### Where the registers sit

Other sequential cells in the stronger gray, the rest of the logic in the fainter gray.
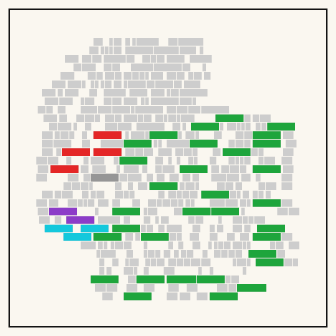
### Routing congestion

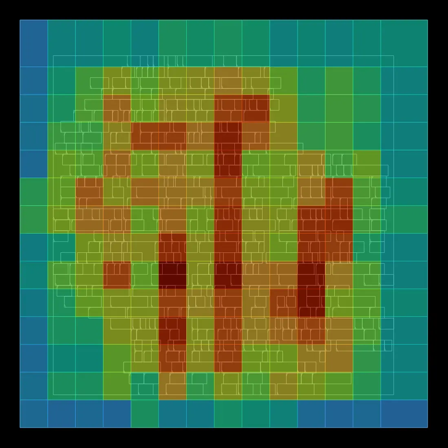
==> config.mk <==
export PLATFORM = sky130hd
export DESIGN_NAME = rgb_mean
export DESIGN_NICKNAME = d
export VERILOG_FILES = /design/src/rtl/rgb_mean_pkg.sv /design/src/rtl/pixel_edge_sync.sv /design/src/rtl/rgb_mean.sv
export SDC_FILE = /design/constraint.sdc
export NUM_CORES = 1
export LEC_CHECK = 0
export CAP_MARGIN = 20
export CORE_MARGIN = 8
export CORE_UTILIZATION = 40
export DETAILED_ROUTE_END_ITERATION = 10
export GPL_ROUTABILITY_DRIVEN = 1
export HOLD_SLACK_MARGIN = 0.06
export PLACE_DENSITY = 0.67
export SYNTH_ARGS = -nofsm -noshare
export SYNTH_HDL_FRONTEND = slang
export SYNTH_HIERARCHICAL = 1
export SYNTH_SLANG_ARGS = --single-unit
==> constraint.sdc <==
create_clock -name clk -period 2.2 [get_ports clk]
set_input_delay 0.44 -clock clk [delete_from_list [all_inputs] [get_ports clk]]
set_output_delay 0.44 -clock clk [all_outputs]
set_load 0.01 [all_outputs]
==> impl_metrics.yaml <==
# synthesis and place-and-route metrics
timing:
  setup_ws_ps: -1990
  skew_ps: 7.53
  maxSlewViolCount: 0
  setup_viol: 4
  holdWs_ps: 210
placement:
  dp.cells: 515
  hpwl_mm: 5.90
finish:
  numSequentialCells: 42
  nNetsFinal: 488
  layout_top_cell: "buf_4"
  fin_cells: 533
  area_growth_pct: 48.0
  lay_top_cells: "buf_4, clkdlybuf4s50_1, dfrtp_1"
  fillers: 628
  largest_register_ffs: 32
  logic_gates: 236
  clkCellAreaFrac_pct: 1.83
clock_tree:
  cts_buffers: 5
  h-tree-depth: 2
  clockBufferDepth: 2
  cts_tree: "done"
  clkTransAtPathRegs_ps: 80
  cts_hold_buf: 0
  post-cts-setup-buffers: 7
power:
  sw_frac_of_total_pct: 39.0
  powerDensity_nw_per_um2: 773
  power.total_w: 0.00334
  power.share.sequential_pct: 25.1
  comb-power_w: 0.00203
floorplan:
  dieArea_um2: 10300
  die_w_um: 101
  n_tap_cell: 99
detailed_routing:
  first_iter_violations: 124
  drt_wl_total_mm: 8.02
  vias: 2780
  routed-wl-met3_um: 406
grt:
  busiest_layer: "met2"
  grt_pass1_wl_mm: 13.0
  use_met1_pct: 19.8
setup_path:
  ff2ff_path_depth: 6
  arrival_ps: 4360
  cp_max_fo: 4
flow_run:
  warnings: 29
synthesis:
  synth_top_area_share_pct: 36.1
  ys_sh_mux_pct: 0.343
  logic_family: "simple AND/OR/NAND/NOR gates"
  top_cells_by_count: "dfrtp_1, inv_1, ha_1"
  topCellsByArea: "dfrtp_1, ha_1, fa_1"
outcome:
  outcome: "finished with violations"
  violations: "setup timing"
Notes on 'Where the registers sit' above:
cyan -> u_pixel_edge_sync/sync_q  # sequential cells 3
green -> buf_waddr  # sequential cells 32
purple -> state_q  # sequential cells 2
red -> pixel_mean  # sequential cells 4, where west
not colored = 1
Seq area share: 24.4%
P_seq: 0.000837 W
Storage cell area: 1050 µm²
final core occ: 60.4%

Notes on 'Routing congestion' above:
wire per inst: 15.0 µm
GRT Total Usage: 15.6%
met3 GRT Util: 3.30%
met2 usage: 25.5%

Power figures rest on the tool's default switching activity, not on a simulated workload.
